Design digitalclock_key_conditioner, sky130hd; sources not shown.
run_1/m3.png
(6 px per um) Cells faint in the background.
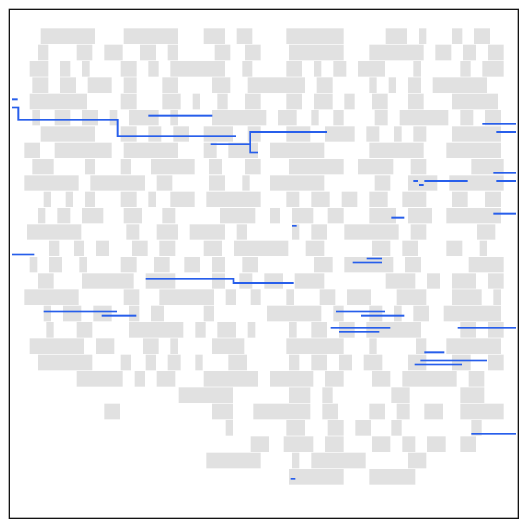
nets with wire on the layer: 24
wire length on this layer: 226 um
met3 Use GR: 4.33%
final WL: 8310 um

run_1/congestion_map.png
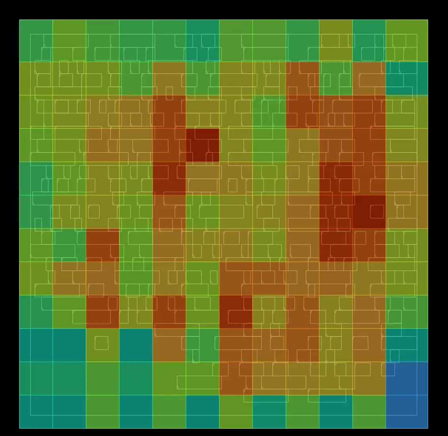
total track usage: 21.6%
routed len/inst: 23.2 um
met2 Use GR: 41.2%
GR peak layer: met2

run_1/clock_wires.png
(4 px per um)
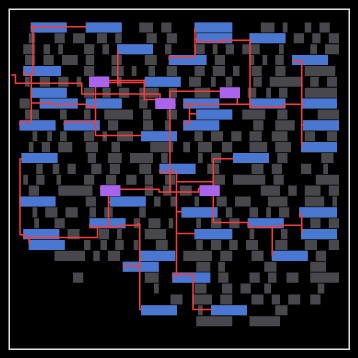
[red] clock wires | length: 583 um
[blue] flip-flops | count: 42
[purple] clock-net drivers | count: 5
routed clock nets: 6
flops lie: all over the die
Clk pwr share: 30.2%
clk_skew: 0.00578 ns
power in the clock group: 0.000643 W
Clock Latency Late Sink: 0.30 ns

run_1/port_trees.png
(3 px per um)
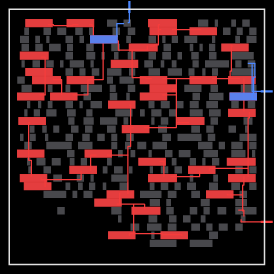
| colour | port | bits | direction | edge | end cells | buffers | wire |
|---|---|---|---|---|---|---|---|
| red | rst_N | 1 | input | right | 42 | 2 | 418 um |
| blue | key_press | 2 | output | 1 top, 1 right | 2 | 2 | 40.1 um |
IO Pins: 15
port bufs: 14

==> flow_metrics.tcl, run 1 <==
# collected from the flow reports
set metrics [dict create \
    dpl_cell_area_um2 2720 \
    floorplan.nets 239 \
    grt_use_met1_pct 25.1 \
    worst-endpoint-required_ns 1.98 \
    drt_iter0_markers 57 \
    cts_max_path_buffers 2 \
    grt_pass1_wl_um 12200 \
    topCellsByArea "dfrtp_1 41%, dfstp_2 4.5%, a21oi_1 3.9%, xor2_1 3.7%, buf_4 3.5%" \
    grt_max_degree 43 \
    drive_gt1_share_pct 39.9 \
    fp-utilization_pct 37.0 \
    yosys.cell_types.count 53 \
    p_per_area_nw_per_um2 687 \
    synth-edff-count 0 \
    core_area_um2 6310 \
    first_pass_iters 4 \
    largest_reg_flops 20 \
    root_buffer "clkbuf_8" \
    synthesis.area_um2 2340 \
    reg2reg_depth 5 \
    finalSetupTns_ns -0.421 \
    drc 0 \
    postRouteAntennaNets 0 \
    critPathKind "flop to flop" \
    worst_slack_ns -0.0717 \
    fin_util_pct 49.0 \
    relSlewSlack_pct 64.4 \
    areaGrowthSynthToFinish_pct 32.4 \
    ys_async_sr_fraction_pct 100 \
    wl_met3_um 225 \
    h-tree-depth 2 \
    end_kind "flop" \
    power_w 0.00213 \
    wl_met1_um 3280 \
    ys_seq_share_pct 45.2 \
    ys_cells 232 \
    tightest_slew_ns 0.534 \
    violations "negative setup slack" \
    final_cells 358 \
    cp_num_cells 5 \
    status "finished with violations" \
    setup_viol 13 \
    crit_path_max_incr_delay_ns 0.59 \
    die_w_um 84.6 \
    stdcell_area_um2 3100 \
    die_h_um 84.6 \
    path_buffers 1 \
    avgSynthCellArea_um2 10.1 \
    peakVddDrop_mv 0.445 \
    overflow 0 \
    most_common_cell "dfrtp_1" \
    syn_inst 232 \
    crit_arrival_ns 2.05 \
    p_leak_nw 1.31 \
    numClockSinks 42 \
    r2r_slack_ns -0.07 \
    crit_path_start_kind "flop" \
    critical-path-slowest-cell "or4b_4" \
    rsz0062_at_grt "yes" \
    cp_top_family "simple AND/OR/NAND/NOR gates" \
    placedCellCount 340 \
    clock.fmax_mhz 534 \
    flop_cell "dfrtp_1" \
    netlist.area_leader.share_pct 40.7 \
    holdCritPathClass "primary input to async pin" \
    cts_tree "built" \
    rows 29 \
    via_count 2091 \
    viasPerCell 5.84 \
    ys_ff 42 \
]
-- run 1: where the power goes --
part	total [W]	switching (W)	leakage [nW]	internal [W]
combinational	0.000441	0.000251	0.702	0.000190
sequential	0.00104	0.0000555	0.551	0.000988
clock	0.000643	0.000338	0.0524	0.000304
total	0.00213	0.000644	1.31	0.00148
-- run 1: cells by family after synthesis --
kind of cell | Yosys count | share of synthesized area (%)
AND-OR/OR-AND | 53 | 16.1
XOR/XNOR | 10 | 3.75
adder cells (fa/ha/maj) | 2 | 1.07
buffers and inverters | 28 | 6.85
flip-flops | 42 | 45.2
multiplexers | 6 | 2.68
AND/OR/NAND/NOR | 91 | 24.5
-- run 1: cell usage in the layout (no fill, tap or decap), drive strengths merged, types with 5 or more instances in the layout --
master  Yosys  layout
nand3       8       8
and3        5       5
a211oi      6       6
or4b        4       5
nand2       9       9
buf        17      57
inv         7       8
dfrtp      38      38
o21ai       8       8
clkbuf      4       6
nor3        8       8
nor2       16      16
xor2       10      10
a21oi      19      19
nand4       7       7
and4        6       6
-- run 1: metrics by stage --
stage                     setup WS [ns]  hold WS, ns
after floorplan                  0.0872        0.154
after global placement           -0.466        0.345
after detailed placement         -0.583        0.351
after CTS                       -0.0531        0.121
after global routing             -0.100        0.126
final                           -0.0717        0.111
-- run 1: timing repair --
item                                    CTS  global route
setup buffers                             0             9
pin swaps                                 7            15
gates resized                            11            37
endpoints found under the setup margin   28            26
hold buffers                              0             0
gates cloned                              1             1
-- run 1: layout make-up --
type | count | area, um^2
clock buffers | 6 | 82.6
clock inverters | 2 | 8.76
fillers | 668 | 3220
inverters | 7 | 26.3
multi-input cells | 164 | 1340
flip-flops and latches | 42 | 1060
well taps | 77 | 96.3
repair buffers | 60 | 478
==> run 2: changes to the inputs <==
RECOVER_POWER = 100   (was not set)
==> run 2 against run 1 <==
Effect of this change: the run still ends with negative setup slack left; critical endpoint unchanged; cell count did not move; utilization down 1.1 points; wire length fell by 0.46%; count of clock-buffer cells in the layout unchanged; die area did not move; fmax fell by 0.12%; sequential share of layout area is 0.78 points higher; via count increased by 0.53%; non-clock buffer count unchanged; combinational power shrank 2%.
==> flow_metrics.tcl, run 2 <==
# collected from the flow reports
set metrics [dict create \
    status "finished with violations" \
    violations "negative setup slack" \
    synth.comb.largest_family "simple AND/OR/NAND/NOR gates" \
    ys_sh_mux_pct 2.68 \
    clkLatencyLatePin_ns 0.30 \
    cts_tree "built" \
    most_common_cell "dfrtp_1" \
    finClkSkew_ns 0.00713 \
    clock.fmax_mhz 534 \
    hold_buffers 0 \
    rsz0062_at_grt "yes" \
    tightest_slew_ns 1.13 \
    diodes 0 \
    drc 0 \
    peakVddDrop_mv 0.445 \
    stdcell_area_um2 3030 \
    crit_path_start_kind "flop" \
    first_pass_iters 4 \
    io_buffer_count 14 \
    drive_gt1_share_pct 35.2 \
    synthesis.area_um2 2340 \
    final_common_cell "buf_4" \
    h-tree-depth 2 \
    syn_inst 232 \
    floorplan.nets 239 \
    areaGrowthSynthToFinish_pct 29.4 \
    wl_per_cell_um 23.1 \
    avgSynthCellArea_um2 10.1 \
    fillCellCount 682 \
    compound_area_share_pct 16.1 \
    ys_cells 232 \
    grt_max_degree 43 \
    worst_slack_ns -0.0739 \
    grt_pass1_wl_um 12200 \
    numClockSinks 42 \
    yosysChipArea_um2 2340 \
    overflow 0 \
    die_h_um 84.6 \
    ys_ff 42 \
    holdCritPathClass "flop to flop" \
    flop_cell "dfrtp_1" \
    r2r_slack_ns -0.07 \
    crit_arrival_ns 2.05 \
    drt_iter0_markers 58 \
    setup_viol 12 \
    rows 29 \
    io_pins 15 \
    ys_async_sr_fraction_pct 100 \
    ys_seq_share_pct 45.2 \
    root_buffer "clkbuf_8" \
    postRouteAntennaNets 0 \
    netlist.area_leader.share_pct 40.7 \
    largest_reg_flops 20 \
    wl_met1_um 3250 \
    gr-usage-all-layers_pct 21.6 \
    reg2reg_depth 5 \
    wl_met3_um 193 \
    yosys.cell_types.count 53 \
    synth-edff-count 0 \
    topCellsByArea "dfrtp_1 41%, dfstp_2 4.5%, a21oi_1 3.9%, xor2_1 3.7%, buf_4 3.5%" \
    worst-endpoint-required_ns 1.98 \
    p_leak_nw 1.25 \
    p_per_area_nw_per_um2 698 \
    mostFrequentLayoutCells "40 x buf_4, 35 x dfrtp_1, 16 x nor2_1, 12 x a21oi_1, 12 x clkbuf_1" \
    clk_pin_slew_worst_paths_ns 0.08 \
    critPathKind "flop to flop" \
    end_kind "flop" \
    fin_crit_sh_pct 104 \
    synth-xor-area-share_pct 3.75 \
    relSlewSlack_pct 24.9 \
    die_w_um 84.6 \
    dpl_cell_area_um2 2720 \
    cts_max_path_buffers 2 \
    simple_gate_area_share_pct 24.5 \
    viasPerCell 5.87 \
    dp_worst_setup_slack_ns -0.583 \
    adder_share_pct 1.07 \
]
[run 2: metal layers]
| layer | track usage, % | vias to the layer above |
|---|---|---|
| li1 | - | 950 |
| met1 | 25.1 | 1108 |
| met2 | 41.2 | 34 |
| met3 | 4.33 | 10 |
| met4 | 4.04 | 0 |
| met5 | 0 | - |
[run 2: power breakdown]
group / total [W] / switching (W) / internal (W) / leakage, nW
clock: 0.000641 / 0.000336 / 0.000304 / 0.0524
combinational: 0.000430 / 0.000249 / 0.000180 / 0.651
sequential: 0.00104 / 0.0000550 / 0.000988 / 0.550
total: 0.00211 / 0.000641 / 0.00147 / 1.25
[run 2: through the flow]
step,instances,total power [W],utilization (%),setup TNS (ns),hold WS (ns)
6_report,358,0.00211,47.9,-0.419,0.361
3_5_place_dp,340,0.00138,43.1,-14.42,0.351
3_3_place_gp,340,0.00135,43.1,-11.59,0.345
2_1_floorplan,232,0.00123,-,0,0.154
4_1_cts,349,0.00206,45.4,-0.242,0.121
5_1_grt,358,0.00219,47.9,-0.998,0.370
[run 2: cell type report]
class                   instances  area (um^2)  area share [%]
repair buffers                 60          418            13.8
well taps                      77         96.3            3.18
inverters                       7         26.3           0.868
clock buffers                   6         82.6            2.73
multi-input cells             164         1340            44.1
clock inverters                 2         8.76           0.289
flip-flops and latches         42         1060            35.0
[run 2: critical path, stage by stage, from the launching register on]
cell,delay [ns]
dfrtp_1,0.40
or4b_4,0.59
nand4b_1,0.33
buf_4,0.23
o21ai_4,0.13
a21oi_2,0.07
[run 2: repair_timing]
action | CTS | global route
pin swaps | 7 | 15
setup endpoints to repair | 28 | 26
cloned | 1 | 1
endpoints found under the hold margin | 0 | 0
setup buffers | 0 | 9
resized | 11 | 37
run_2/m3.png
(6 px per um) Cells faint in the background.
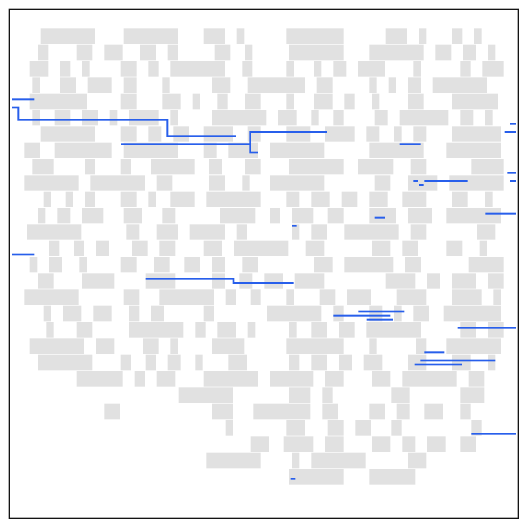
wire length on this layer: 194 um
main direction: horizontal
nets with wire on the layer: 20
longest straight run: 24.8 um
share of all routed wire: 2.3%
final WL: 8270 um
via count: 2,102

run_2/util_map.png
(4 px per um) The die is cut into 8 by 8 equal tiles; dark blue is low, red is high, 0 to 100% covered.
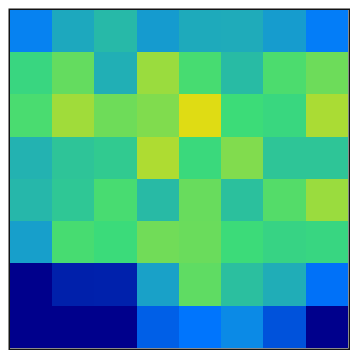
fullest tile: 71%
mean over tiles: 41%
emptiest ninth of the die: lower left
nearly empty tiles: 7.8%
post-layout util: 47.9%
Core ar.: 6310 um^2
Initial Util: 37.0%

No activity file was given, so power comes from the tool's default toggle rates.
